===== src/rtl/spi_result_serializer.sv =====
`timescale 1ns/1ps
// spi_result_serializer: SPI-slave (mode 0) transmitter returning PE result
// entries to the host. Entries are queued in a small FIFO; each CS-low
// transaction shifts one FRAME_W-bit frame out on MISO, MSB first.
//   clk, rst            : core clock, synchronous active-high reset
//   in_valid/in_ready   : entry stream handshake
//   in_val/in_row/in_col/in_last : entry payload
//   spi_clk, spi_cs_n   : host SPI clock / chip select (asynchronous)
//   spi_miso, spi_miso_oe : serial data and its output enable
//   fifo_count          : entries buffered
//   frames_sent         : completed data frames (wrapping)
//   last_sent           : sticky, a last-flagged entry has been sent
module spi_result_serializer #(
  parameter int unsigned DATA_W     = 32,
  parameter int unsigned IDX_W      = 16,
  parameter int unsigned FIFO_DEPTH = 16,
  parameter int unsigned FRAME_W    = 8 + DATA_W + 2 * IDX_W
) (
  input  logic                              clk,
  input  logic                              rst,
  input  logic                              in_valid,
  output logic                              in_ready,
  input  logic [DATA_W-1:0]                 in_val,
  input  logic [IDX_W-1:0]                  in_row,
  input  logic [IDX_W-1:0]                  in_col,
  input  logic                              in_last,
  input  logic                              spi_clk,
  input  logic                              spi_cs_n,
  output logic                              spi_miso,
  output logic                              spi_miso_oe,
  output logic [$clog2(FIFO_DEPTH+1)-1:0]   fifo_count,
  output logic [15:0]                       frames_sent,
  output logic                              last_sent
);

  localparam int unsigned CNT_W   = $clog2(FIFO_DEPTH + 1);
  localparam int unsigned PTR_W   = $clog2(FIFO_DEPTH);
  localparam int unsigned BIT_W   = $clog2(FRAME_W + 1);
  localparam int unsigned ENTRY_W = 1 + DATA_W + 2 * IDX_W;

  typedef enum logic [1:0] {
    ST_IDLE,
    ST_LOAD,
    ST_SHIFT,
    ST_DONE
  } state_t;

  state_t state;

  // --------------------------------------------------------------------
  // Input synchronisers and edge detection
  // --------------------------------------------------------------------
  logic sclk_s1, sclk_s2, sclk_d;
  logic cs_s1, cs_s2, cs_d;

  // CS synchroniser resets low: a CS already low at reset release never
  // produces a falling edge until it has been seen high.
  always_ff @(posedge clk) begin
    if (rst) begin
      sclk_s1 <= 1'b0;
      sclk_s2 <= 1'b0;
      sclk_d  <= 1'b0;
      cs_s1   <= 1'b0;
      cs_s2   <= 1'b0;
      cs_d    <= 1'b0;
    end else begin
      sclk_s1 <= spi_clk;
      sclk_s2 <= sclk_s1;
      sclk_d  <= sclk_s2;
      cs_s1   <= spi_cs_n;
      cs_s2   <= cs_s1;
      cs_d    <= cs_s2;
    end
  end

  logic sclk_rise, sclk_fall, cs_fall, cs_rise;

  always_comb begin
    sclk_rise = sclk_s2 & ~sclk_d;
    sclk_fall = ~sclk_s2 & sclk_d;
    cs_fall   = ~cs_s2 & cs_d;
    cs_rise   = cs_s2 & ~cs_d;
  end

  // --------------------------------------------------------------------
  // Entry FIFO
  // --------------------------------------------------------------------
  logic [ENTRY_W-1:0] mem [FIFO_DEPTH];
  logic [PTR_W-1:0]   wr_ptr, rd_ptr;
  logic [CNT_W-1:0]   count;
  logic               push, pop, commit;
  logic [ENTRY_W-1:0] head;
  logic               fifo_empty;
  logic [FRAME_W-1:0] frame_data;

  always_comb begin
    in_ready   = (count != CNT_W'(FIFO_DEPTH));
    push       = in_valid & in_ready;
    pop        = (state == ST_DONE) & commit;
    fifo_empty = (count == '0);
    head       = mem[rd_ptr];
    frame_data = {1'b1, head[ENTRY_W-1], 6'b0, head[ENTRY_W-2:0]};
    fifo_count = count;
  end

  always_ff @(posedge clk) begin
    if (push) begin
      mem[wr_ptr] <= {in_last, in_val, in_row, in_col};
    end
  end

  always_ff @(posedge clk) begin
    if (rst) begin
      wr_ptr <= '0;
      rd_ptr <= '0;
      count  <= '0;
    end else begin
      if (push) begin
        wr_ptr <= wr_ptr + PTR_W'(1);
      end
      if (pop) begin
        rd_ptr <= rd_ptr + PTR_W'(1);
      end
      case ({push, pop})
        2'b10:   count <= count + CNT_W'(1);
        2'b01:   count <= count - CNT_W'(1);
        default: count <= count;
      endcase
    end
  end

  // --------------------------------------------------------------------
  // Frame FSM
  // --------------------------------------------------------------------
  logic [FRAME_W-1:0] shreg;
  logic [BIT_W-1:0]   bit_cnt;
  logic               miso_q;
  logic               loaded_data;
  logic               loaded_last;

  always_ff @(posedge clk) begin
    if (rst) begin
      state       <= ST_IDLE;
      shreg       <= '0;
      bit_cnt     <= '0;
      miso_q      <= 1'b0;
      loaded_data <= 1'b0;
      loaded_last <= 1'b0;
      commit      <= 1'b0;
      frames_sent <= '0;
      last_sent   <= 1'b0;
    end else begin
      case (state)
        ST_IDLE: begin
          miso_q <= 1'b0;
          // The frame is captured on the IDLE->LOAD transition so MISO
          // carries bit 71 within 3 clk of the pin-level CS fall.
          if (cs_fall) begin
            state       <= ST_LOAD;
            bit_cnt     <= '0;
            loaded_data <= ~fifo_empty;
            loaded_last <= ~fifo_empty & head[ENTRY_W-1];
            if (fifo_empty) begin
              shreg  <= '0;
              miso_q <= 1'b0;
            end else begin
              shreg  <= frame_data;
              miso_q <= frame_data[FRAME_W-1];
            end
          end
        end
        ST_LOAD: begin
          if (cs_rise) begin
            state  <= ST_IDLE;
            miso_q <= 1'b0;
          end else begin
            state <= ST_SHIFT;
          end
        end
        ST_SHIFT: begin
          if (cs_rise) begin
            state  <= ST_IDLE;
            miso_q <= 1'b0;
          end else if (sclk_rise) begin
            bit_cnt <= bit_cnt + BIT_W'(1);
            if (bit_cnt == BIT_W'(FRAME_W - 1)) begin
              state  <= ST_DONE;
              miso_q <= 1'b0;
              commit <= loaded_data;
            end
          end else if (sclk_fall) begin
            shreg  <= {shreg[FRAME_W-2:0], 1'b0};
            miso_q <= shreg[FRAME_W-2];
          end
        end
        ST_DONE: begin
          miso_q <= 1'b0;
          if (commit) begin
            commit      <= 1'b0;
            frames_sent <= frames_sent + 16'd1;
            last_sent   <= last_sent | loaded_last;
          end
          if (cs_rise) begin
            state <= ST_IDLE;
          end
        end
        default: begin
          state  <= ST_IDLE;
          miso_q <= 1'b0;
        end
      endcase
    end
  end

  always_comb begin
    spi_miso_oe = ~cs_s2 & (state != ST_IDLE);
    spi_miso    = spi_miso_oe & miso_q;
  end

endmodule

===== config.mk =====
export PLATFORM = sky130hd
export DESIGN_NAME = spi_result_serializer
export DESIGN_NICKNAME = d
export VERILOG_FILES = /design/src/rtl/spi_result_serializer.sv
export SDC_FILE = /design/constraint.sdc
export NUM_CORES = 1
export LEC_CHECK = 0
export ABC_AREA = 1
export CAP_MARGIN = 20
export CORE_MARGIN = 4
export CORE_UTILIZATION = 48
export CTS_CLUSTER_DIAMETER = 200
export DETAILED_ROUTE_END_ITERATION = 6
export PLACE_DENSITY_LB_ADDON = 0.08
export RECOVER_POWER = 100
export SLEW_MARGIN = 10
export SYNTH_ARGS = -nofsm -noshare
export SYNTH_HDL_FRONTEND = slang
export SYNTH_SLANG_ARGS = --single-unit

===== constraint.sdc =====
create_clock -name clk -period 6.35 [get_ports clk]
set_input_delay 1.27 -clock clk [delete_from_list [all_inputs] [get_ports clk]]
set_output_delay 1.27 -clock clk [all_outputs]
set_load 0.01 [all_outputs]

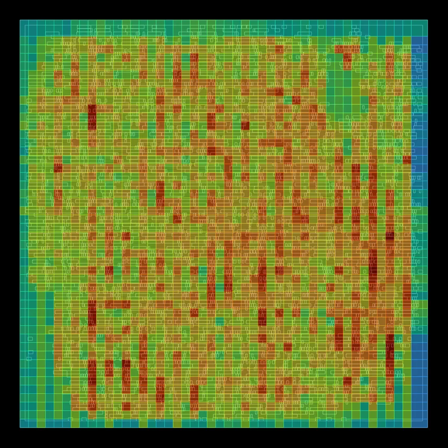
*Routing congestion map*
met2 track demand over resource in global routing: 38.4%
overall track demand over capacity in global routing: 23.5%
global route hottest layer: met2
met1 demand-to-capacity share in global routing: 33.7%

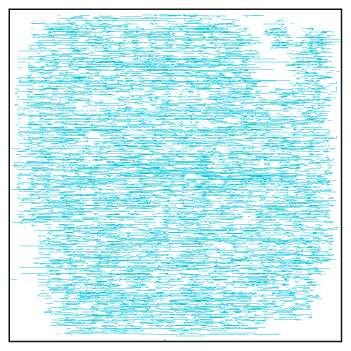
*The metal 1 layer*
Drawn at 1 px/um.
main direction: horizontal
wire length on this layer: 59.4 mm
longest straight run: 127 um
number of vias in the routed layout: 33300
aggregate routed wire length: 127 mm

==> results_tabular.tex <==
% Table of physical implementation metrics
\begin{tabular}{lr}
\hline
Metric & Value \\
\hline
\multicolumn{2}{l}{\textbf{Yosys}} \\
Post-synth seq share & 67.5\% \\
Cell area after synthesis & 50000 sq um \\
Predominant post-synthesis flop cell & sky130\_fd\_sc\_hd\_\_edfxtp\_1 \\
\multicolumn{2}{l}{\textbf{Drt}} \\
Router iterations before antenna repair & 7 \\
Routed wire length per instance & 19.5 um \\
Post-route met1 wirelength & 59.4 mm \\
Wire length on met2 & 59.7 mm \\
\multicolumn{2}{l}{\textbf{Final layout}} \\
Final-layout fill cell count & 9121 \\
Proportion of final cell area spent on non-clock buffers & 2.52\% \\
Non-clock buffer count & 146 \\
Max reg flops & 1040 \\
Flops & 1164 \\
Post-Layout Cell Count & 6502 \\
\multicolumn{2}{l}{\textbf{Power and ir drop}} \\
Clock power frac & 44.0\% \\
Comb pwr & 588 uW \\
\multicolumn{2}{l}{\textbf{STA}} \\
Post-route setup slack & 1.49 ns \\
Clock period minus worst slack & 4.86 ns \\
Slew HR & -103\% \\
Final slew viol count & 924 \\
\multicolumn{2}{l}{\textbf{Floorplanning}} \\
Cell Rows & 118 \\
N\_taps & 1380 \\
\multicolumn{2}{l}{\textbf{Clock network}} \\
Number of buffers inserted by post-CTS setup repair & 0 \\
CTS buffer count & 130 \\
Clk Tree Root Cell & sky130\_fd\_sc\_hd\_\_clkbuf\_16 \\
Late-Pin Clk Latency & 0.72 ns \\
\multicolumn{2}{l}{\textbf{Outcome}} \\
Outcome & complete, but fails checks \\
Violated checks & max-capacitance violations, max-slew violations \\
\multicolumn{2}{l}{\textbf{GRT}} \\
Global-route wire length before repair & 195 mm \\
Grt total ovfl & 0 \\
Antenna violations before repair & 1 \\
\multicolumn{2}{l}{\textbf{Worst setup path}} \\
Startpoint type of the worst setup path & primary input \\
Category of the critical setup timing path & primary input to register \\
\multicolumn{2}{l}{\textbf{Flow run}} \\
Number of max-cap violations & 25 \\
\hline
\end{tabular}
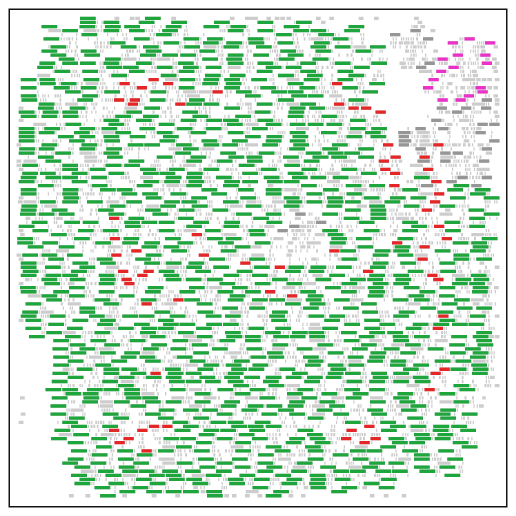
*Where the registers sit*
Drawn at 1.5 px/um. Other sequential cells in the stronger gray, the rest of the logic in the fainter gray.
legend:
  shreg:
    color: red
    flops: 71
    where: widely spread
  frames_sent:
    color: magenta
    flops: 16
    where: top right
  mem:
    color: green
    flops: 1040
    where: widely spread
not colored: 37
Power Sequential: 8520 uW
register share of the cell area: 60.2%

Power is estimated from default activity; no workload was simulated.
